==> images/final_placement.png <==
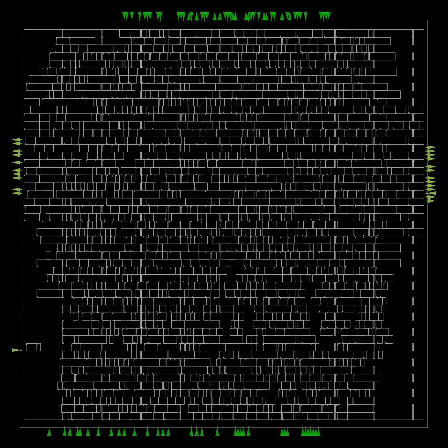
==> images/metal_stack.png <==
Drawn at 2 px/micron. Two of the layers only.
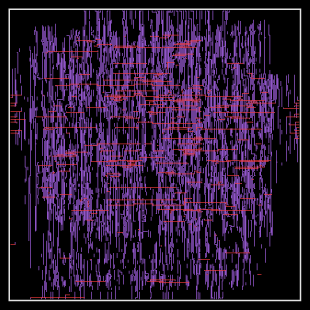
==> images/zoom.png <==
Region (57, 57) to (87, 87) microns. Cells in gray, sequential cells in the stronger gray; small squares are vias.
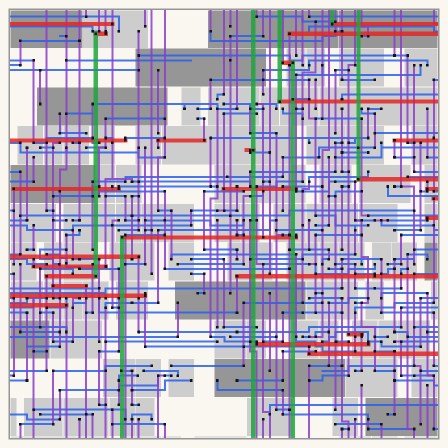
==> images/gate_families.png <==
Drawn at 2 px/micron.
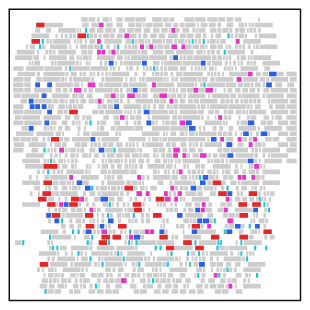
[src/rtl/ex_div_unit.sv]
// ex_div_unit: multi-cycle RV32M DIV/DIVU/REM/REMU unit for the execute stage.
// Radix-2 restoring iteration on magnitudes; signs are fixed up when the
// result is registered. busy_o holds the ID->EX register while a divide runs.
// Optional build macro: DIV_EARLY_OUT_EN -- divide-by-zero and signed overflow
// skip the iteration and finish one cycle after launch.
//
//   state  | meaning
//   IDLE   | waiting for a divide-class op in EX (start_i)
//   CALC   | one restoring step per cycle, DATA_WIDTH steps
//   DONE   | result_o/valid_o presented; pipeline advances
module ex_div_unit #(
    parameter int DATA_WIDTH = 32
) (
    input  logic                  clk,
    input  logic                  rst_n,
    input  logic                  start_i,
    input  logic [1:0]            op_i,
    input  logic [DATA_WIDTH-1:0] rs1_i,
    input  logic [DATA_WIDTH-1:0] rs2_i,
    output logic [DATA_WIDTH-1:0] result_o,
    output logic                  valid_o,
    output logic                  busy_o
);

    localparam int CW = $clog2(DATA_WIDTH);
    localparam logic [DATA_WIDTH-1:0] ONES = '1;

    typedef enum logic [1:0] {S_IDLE, S_CALC, S_DONE} state_t;

    state_t                state_q, state_d;
    logic                  rem_sel_q, rem_sel_d;   // 1: REM/REMU, 0: DIV/DIVU
    logic                  negq_q, negq_d;
    logic                  negr_q, negr_d;
    logic                  dz_q, dz_d;             // divisor was zero
    logic [DATA_WIDTH-1:0] div_q, div_d;
    logic [DATA_WIDTH-1:0] quo_q, quo_d;
    logic [DATA_WIDTH-1:0] rem_q, rem_d;
    logic [CW-1:0]         cnt_q, cnt_d;
    logic [DATA_WIDTH-1:0] result_q, result_d;
    logic                  valid_q, valid_d;

    logic                  is_signed;
    logic [DATA_WIDTH-1:0] abs_a, abs_b;
    logic [DATA_WIDTH:0]   trial;
    logic [DATA_WIDTH-1:0] step_q, step_r, fin_res;

    assign is_signed = ~op_i[0];
    assign abs_a = (is_signed & rs1_i[DATA_WIDTH-1]) ? -rs1_i : rs1_i;
    assign abs_b = (is_signed & rs2_i[DATA_WIDTH-1]) ? -rs2_i : rs2_i;

    // One restoring step: trial subtract of the divisor from the shifted remainder.
    assign trial  = {rem_q, quo_q[DATA_WIDTH-1]} - {1'b0, div_q};
    assign step_r = trial[DATA_WIDTH] ? {rem_q[DATA_WIDTH-2:0], quo_q[DATA_WIDTH-1]}
                                      : trial[DATA_WIDTH-1:0];
    assign step_q = {quo_q[DATA_WIDTH-2:0], ~trial[DATA_WIDTH]};

    // Signed overflow needs no override: |min|/1 already yields min with remainder 0.
    assign fin_res = rem_sel_q ? (negr_q ? -step_r : step_r)
                               : (dz_q ? ONES : (negq_q ? -step_q : step_q));

`ifdef DIV_EARLY_OUT_EN
    logic                  launch_ovf, launch_early;
    logic [DATA_WIDTH-1:0] early_res;
    assign launch_ovf   = is_signed & (rs1_i == {1'b1, {(DATA_WIDTH-1){1'b0}}}) & (rs2_i == ONES);
    assign launch_early = (rs2_i == '0) | launch_ovf;
    assign early_res    = (rs2_i == '0) ? (op_i[1] ? rs1_i : ONES)
                                        : (op_i[1] ? '0 : rs1_i);
`endif

    // Next-state, datapath and stall logic.
    always_comb begin
        state_d   = state_q;
        rem_sel_d = rem_sel_q;
        negq_d    = negq_q;
        negr_d    = negr_q;
        dz_d      = dz_q;
        div_d     = div_q;
        quo_d     = quo_q;
        rem_d     = rem_q;
        cnt_d     = cnt_q;
        result_d  = result_q;
        valid_d   = 1'b0;
        busy_o    = 1'b0;
        case (state_q)
            S_IDLE: begin
                if (start_i) begin
                    busy_o    = 1'b1;
                    rem_sel_d = op_i[1];
                    negq_d    = is_signed & (rs1_i[DATA_WIDTH-1] ^ rs2_i[DATA_WIDTH-1]);
                    negr_d    = is_signed & rs1_i[DATA_WIDTH-1];
                    dz_d      = (rs2_i == '0);
                    div_d     = abs_b;
                    quo_d     = abs_a;
                    rem_d     = '0;
                    cnt_d     = CW'(DATA_WIDTH - 1);
                    state_d   = S_CALC;
`ifdef DIV_EARLY_OUT_EN
                    if (launch_early) begin
                        state_d  = S_DONE;
                        result_d = early_res;
                        valid_d  = 1'b1;
                    end
`endif
                end
            end
            S_CALC: begin
                busy_o = 1'b1;
                if (!start_i) begin
                    state_d = S_IDLE;
                end else begin
                    quo_d = step_q;
                    rem_d = step_r;
                    cnt_d = cnt_q - CW'(1);
                    if (cnt_q == '0) begin
                        state_d  = S_DONE;
                        result_d = fin_res;
                        valid_d  = 1'b1;
                    end
                end
            end
            S_DONE: begin
                state_d = S_IDLE;
            end
            default: begin
                state_d = S_IDLE;
            end
        endcase
    end

    // State and datapath registers.
    always_ff @(posedge clk or negedge rst_n) begin
        if (!rst_n) begin
            state_q   <= S_IDLE;
            rem_sel_q <= 1'b0;
            negq_q    <= 1'b0;
            negr_q    <= 1'b0;
            dz_q      <= 1'b0;
            div_q     <= '0;
            quo_q     <= '0;
            rem_q     <= '0;
            cnt_q     <= '0;
            result_q  <= '0;
            valid_q   <= 1'b0;
        end else begin
            state_q   <= state_d;
            rem_sel_q <= rem_sel_d;
            negq_q    <= negq_d;
            negr_q    <= negr_d;
            dz_q      <= dz_d;
            div_q     <= div_d;
            quo_q     <= quo_d;
            rem_q     <= rem_d;
            cnt_q     <= cnt_d;
            result_q  <= result_d;
            valid_q   <= valid_d;
        end
    end

    assign result_o = result_q;
    assign valid_o  = valid_q;

endmodule

[config.mk]
export PLATFORM = sky130hd
export DESIGN_NAME = ex_div_unit
export DESIGN_NICKNAME = d
export VERILOG_FILES = /design/src/rtl/ex_div_unit.sv
export SDC_FILE = /design/constraint.sdc
export NUM_CORES = 1
export LEC_CHECK = 0
export CAP_MARGIN = 40
export CORE_UTILIZATION = 55
export CTS_CLUSTER_SIZE = 8
export DETAILED_ROUTE_END_ITERATION = 8
export PLACE_DENSITY = 0.86
export SLEW_MARGIN = 20
export SYNTH_ARGS = -nofsm -noshare
export SYNTH_HDL_FRONTEND = slang
export SYNTH_SLANG_ARGS = --single-unit
[constraint.sdc]
create_clock -name clk -period 8.15 [get_ports clk]
set_input_delay 1.63 -clock clk [delete_from_list [all_inputs] [get_ports clk]]
set_output_delay 1.63 -clock clk [all_outputs]
set_load 0.1 [all_outputs]
==> metrics.cfg <==
[floorplanning]
chipArea_sq_um=21000
fp.dieW_microns=145
core_area_sq_um=19700
pin_count=103
initCoreUtil=0.569
die_h_microns=145

[clock_network]
clock_latency_ps=440
numCtsBuffers=17
cts_setup_buffers=0
cts.sinks=140
cts_tree=done
postCtsHoldBufs=0
clkTransAtPathRegs_ps=60
ctsResizeCount=0
h-tree-depth=4
clockRootBuffer=clkbuf_16

[worst_setup_path]
cp_top_family=AND-OR/OR-AND gates
path_max_fanout=34
r2r_slack_ps=2190
cp.depth=19
end_kind=flip-flop
cp_num_buf_inv=3
cp-start-kind=flip-flop
path_class=flip-flop to flip-flop
r2r_cells=19
crit_chain=inv_1 > ha_1 > fa_1 > nand2b_1 > a211oi_1 > o21ai_1 > a211o_1 > a21oi_1 > buf_4 > nor2_4 > inv_2 > nor2_1 > a21oi_1 > ha_1 > o21ai_1 > nor4_2 > nand3_1 > and4b_1 > o31ai_1
crit_path_top_delay_cell=nor4_2
reg2reg_from=quo_q[31]
rr_endpoint=result_o[22]
startpoint=quo_q[31]
cpPeakStageDelay_ps=900
critical_path_required_ps=8490
crit_end=result_o[22]
crit_arrival_ps=6300

[logic_synthesis]
yosysWarnings=0
netlist_instances=1429
top_area_cell=dfrtp_1
async_flop_share=1.00
ys.flop_type=dfrtp_1
netlist.area_leader.share=0.312
ys_cells=1429
ys_seq_share=0.312
synth.avg_cell_area_sq_um=7.85
area_leaders=dfrtp_1 31%, o21ai_0 7.3%, xnor2_1 6.1%
synth_area_sq_um=11200
edf_count=0
synthAoiAreaFrac=0.268
most_common_cell=nand2_1
synth-simple-area-share=0.196
xor_area_frac=0.0983
ys_top_cells_by_count=176 x nand2_1, 163 x o21ai_0, 140 x dfrtp_1
fp_nets=1537
logic_family=AND-OR/OR-AND gates
yosys.area_share.adder=0.0441
ys_area_sq_um=11200
synth.distinct_cells=74
ys_ff=140
ys_sh_mux=0.0298

[timing]
fmax_ghz=0.168
finalCritPeriodShare=0.731
fin_skew_ps=10.7
rsz0062_at_grt=false
finalHoldViolCount=0
finalMaxSlewViolations=0
tns_ps=0
fin_crit_ps=5960
slew_headroom=0.352
setup_violations=0

[worst_hold_path]
hold_path.class=flip-flop to flip-flop
hold-path-cell-count=2
hp-start=div_q[27]
hold_end=div_q[27]

[power]
pwr-share-seq=0.186
peakVddDrop_mv=0.313
total_power_mw=5.50
internal_power_mw=2.65
power_density_nw_per_um2=405
p_sw_mw=2.85
p_leak_nw=5.84
pwr-share-comb=0.673
clkPwrFrac=0.142

[run_status]
status=completed

[grt]
grt_usage=0.328
grt_pass1_vias=11006
grt_start_max_net_pins=100
antenna_found_initial=0
grt_pass1_wl_microns=53800
grt_overflow=0

[routing]
wl_per_cell_microns=18.1
ant_nets=0
via_count=11371
first_pass_iters=6
drc=0
viasPerCell=6.31
drtIter0Drc=1008
wl_microns=32700

[placement]
port_buffers=102
place_hpwl_microns=23900

[layout]
mostFrequentLayoutCells=176 x nand2_1, 163 x o21ai_0, 140 x dfrtp_1
lay_top_count=nand2_1
drive_gt1_frac=0.0728
diodes=0

[job]
warning_count=27

-- final_placement.png (at the start) --
Fillers: 1534
Tapcells: 265
non-filler instance count after layout: 1803
Core Rows: 51

-- metal_stack.png (at the start) --
| layer | color | wire length |
|---|---|---|
| met3 | red | 1940 microns |
| met2 | purple | 16200 microns |

-- zoom.png (at the start) --
| layer | color |
|---|---|
| met2 | purple |
| met1 | blue |
| met3 | red |
| met4 | green |
cells with their middle in the window: 80
netlist names of flops here include: rem_q (8), result_o (1)
sequential cells in the window: 9
most frequent: nand2_1 (10), mux2i_1 (9), dfrtp_1 (9)

-- gate_families.png (at the start) --
| family | color | cells | most used |
|---|---|---|---|
| AND-OR and OR-AND gates | blue | 56 | a21o_1 |
| adder and majority cells | red | 39 | ha_1 |
| AND and OR gates | magenta | 66 | or3_1 |
| inverters | cyan | 73 | inv_1 |

[metrics by stage]
stage | std cells | setup WS, ps | cell area [sq um] | hold slack [ps] | util
after floorplan | 1429 | 3350 | 11200 | 450 | -
after global placement | 1731 | 2830 | 12400 | 465 | 0.628
after detailed placement | 1766 | 2520 | 12900 | 465 | 0.654
after CTS | 1798 | 2330 | 13500 | 486 | 0.684
after global routing | 1803 | 1750 | 13600 | 501 | 0.689
final | 1803 | 2190 | 13600 | 480 | 0.689
[power groups by stage]
stage | Sequential [mW] | Combinational, mW | Clock, mW
3_3_place_gp | 1.02 | 3.46 | 0
2_1_floorplan | 0.960 | 2.75 | 0
6_report | 1.02 | 3.70 | 0.780
5_1_grt | 1.04 | 4.06 | 0.811
4_1_cts | 1.02 | 3.61 | 0.780
3_5_place_dp | 1.03 | 3.56 | 0
[sequential cells by signal (all words and copies together) (netlist names)]
register   flops
div_q         32
quo_q         32
rem_q         32
result_o      32
cnt_q          5
state_q        2
dz_q           1
negq_q         1
negr_q         1
rem_sel_q      1
valid_o        1
[metal layers]
| metal | track usage | up-vias | share of wire |
|---|---|---|---|
| met4 | 0.157 | 0 | 0.039 |
| met2 | 0.558 | 460 | 0.50 |
| met3 | 0.0520 | 100 | 0.059 |
| met1 | 0.405 | 5454 | 0.41 |
| met5 | 0 | - | 0 |
| li1 | - | 5357 | - |
[cell type report]
cell class                 count  area (sq um)  area share
inverter                      73           274      0.0202
multi-input combinational   1137          7150       0.527
clock inverter                15           156      0.0115
sequential                   140          3500       0.258
clock buffer                  17           425      0.0313
timing repair buffer         156          1730       0.128
tap                          265           332      0.0244
[worst min-delay path, stage by stage (launching register included)]
cell	delay (ps)
dfrtp_1	340
nand2_1	50
o21ai_0	60
No activity file was given, so power comes from the tool's default toggle rates.
